Design xsleena_rom_fetch_arbiter, sky130hd; sources not shown.
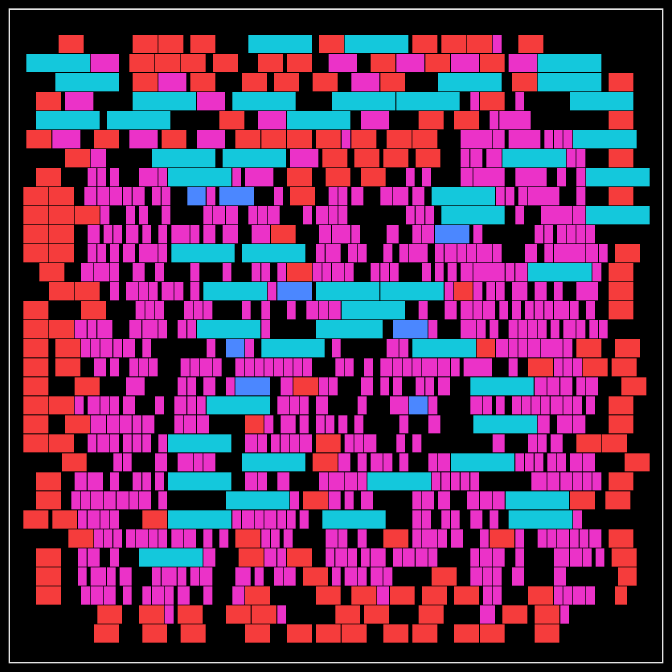
(cells colored by class)
| color | class | cells | share of their area |
|---|---|---|---|
| red | remaining buffers and delay cells | 159 | 29% |
| magenta | remaining logic cells | 536 | 46% |
| cyan | sequential cells | 49 | 23% |
| blue | clock drivers and dummy loads | 8 | 1.7% |
Rows: 32
total core area: 7810 um^2
Final Instance Area: 5520 um^2

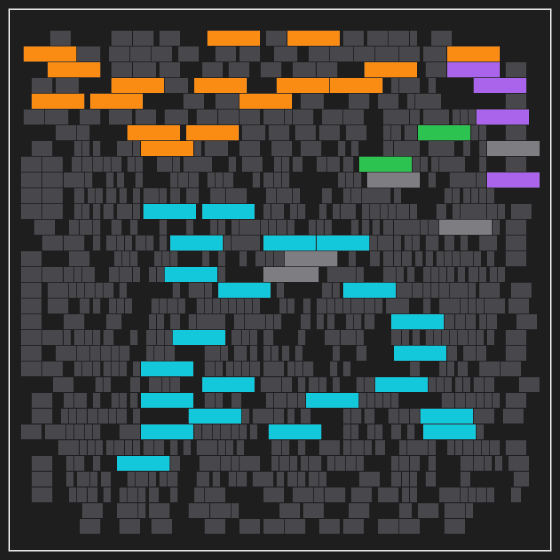
(register map, names as in the netlist)
Other sequential cells in the stronger gray, the rest of the logic in the fainter gray.
| color | signal | placed flops |
|---|---|---|
| cyan | `sdr_addr` | 22 |
| green | `state` | 2 |
| purple | `req_ok` | 4 |
| orange | `req_data` | 16 |
not colored: 5
flip-flop and latch power: 724 uW
sequential cell area in the final layout: 1230 um^2

==> results.txt <==
Here are the numbers from the latest Yosys + OpenROAD run.

The flow ran to the end, and the final reports show no timing, DRC or antenna violations. After layout, the worst path uses 73.6% of the clock period. The pin count of the biggest net entering global routing is 51. Checking hold timing, the worst path is listed with class flip-flop to flip-flop. The portion of the post-synthesis area used by sequential elements came out at 31.3%. According to the timing report, the arrival time at the worst endpoint equals 4360 ps.

The final worst setup slack came out at 1510 ps. In this run the static leakage power is 0.00255 uW. The number of global-route vias before repair came to 4541. In this run the count of I/O pins placed on the die edge is 156. Counting the buffers created by CTS gives 5. The depth of the worst register-to-register path is 15. The length of routed met3 wiring is 978 um. The diode insertion count for antenna repair came out at 0. In this run, distinct cell masters in the synthesized netlist total 25. Counting flops with a built-in enable in the synthesized netlist gives 0.

The post-synth net total came out at 739. The power density over the cells is 596 nW/um^2. The cell depth of the worst hold path came out at 1. The first global-routing pass estimated 20300 um of wire. Once iteration 0 of detailed routing completed, the report listed 402 DRC markers. The total power consumption of the routed design is 3290 uW. At the worst endpoint, the required time is 5870 ps.

The number of buffers inserted by hold repair at cts is 0. The global route total overflow came out at 0. The global-route track usage on met1 is 37.1%. The synthesized instance count is 619.

Yosys reports that the most numerous cell types are nand2_1, nor2_1, nand3_1. The root buffer cell chosen for the clock tree is clkbuf_8. The count of buffers added by post-CTS timing repair for setup is 0.

The share of Yosys cell area claimed by the top area cell type came out at 31.3%. The pre-CTS worst setup slack is 1190 ps. The CTS H-tree depth came out at 2.

The measured slew at the worst slew-check pin came out at 1130 ps. The slack of the worst reg-to-reg path is 2700 ps. The setup skew after layout came out at 7.20 ps. The global router reports that the layer with the highest usage is met2. The number of max-cap violations came out at 0. On met2, the global router reports a usage of 50.8%. The slowest stage of the critical path belongs to the cell clkinv_1. The number of buffer cells added on primary ports came out at 155. The post-synthesis cell type with the largest combined area is dfrtp_1.

The source-to-sink clock delay at the later pin of the worst-skew pair came out at 300 ps. The worst supply voltage drop on vdd came out at 335 uV. The clock tree from TritonCTS is done.

The fraction of final layout cells with drive strength greater than 1 is 5.59%. The floorplan utilization is 50.1%. The half-perimeter wire length of the detailed placement result is 9040 um. The proportion of synthesized area in mux cells is 4.61%.

The detail route stage leaves a number of antenna-violating nets equal to 0. The worst stage delay on the critical path is 510 ps. STA classifies the critical path startpoint as an input pin. The synthesis run identifies the leading combinational cell family as simple AND/OR/NAND/NOR gates. The worst-case clock buffer depth is 2.

The total number of yosys warnings came out at 6. The wire length after detailed routing is 12800 um. The commonest register cell is dfrtp_1. The area growth from synthesis to layout came out at 41.2%. The overall die size recorded for this design is 8700 um^2.

The routing usage on met3 is 3.74%. The count of pins over their slew limit came out at 0. TritonRoute reported its final design rule violation total as 0. The chip width came out at 93.3 um.

The dominant logic cell type in the layout is nand2_1. The share of flip-flops with an asynchronous set or reset came out at 100%. The cell area after technology mapping came out at 3910 um^2. The highest clock frequency the design can meet came out at 238 MHz. In this design, the critical path's most frequently occurring cell is nand2_1. After layout, the minimum clock period comes to 4200 ps. The setup path with the least slack is of type input pin to flip-flop. The tool warning count for the run is 32. The count of vias placed by the detailed router came out at 4763. The compound-gate portion of the synthesized area came out at 13.5%.

The total setup violations reported at the end of the flow is 0. The count of clock tree sinks came out at 49. The number of flip-flops under the largest register name is 22.
## through the flow
stage	util, %	hold WS (ps)	cells	cell area (um^2)
4_1_cts	70.7	515	854	5520
3_5_place_dp	69.6	494	846	5430
3_3_place_gp	69.6	488	846	5430
5_1_grt	70.7	534	854	5520
6_report	70.7	512	854	5520
2_1_floorplan	-	495	619	3910
## final cells by class
type                       instances  area, um^2
fill                             674        2290
inverter                          34         129
tap                              102         128
timing repair buffer             159        1580
clock buffer                       7        83.8
sequential                        49        1230
clock inverter                     1        7.51
multi-input combinational        502        2370
## critical path: cells and delay by family
family | cells | cell delay, ps
simple gates | 8 | 660
compound gates | 3 | 430
buf+inv | 5 | 1560
## power by group
part,switching [uW],internal [uW],total (uW)
clock network,116,96.5,212
registers,213,511,724
logic,1460,892,2350
Power and IR drop assume default switching activity.
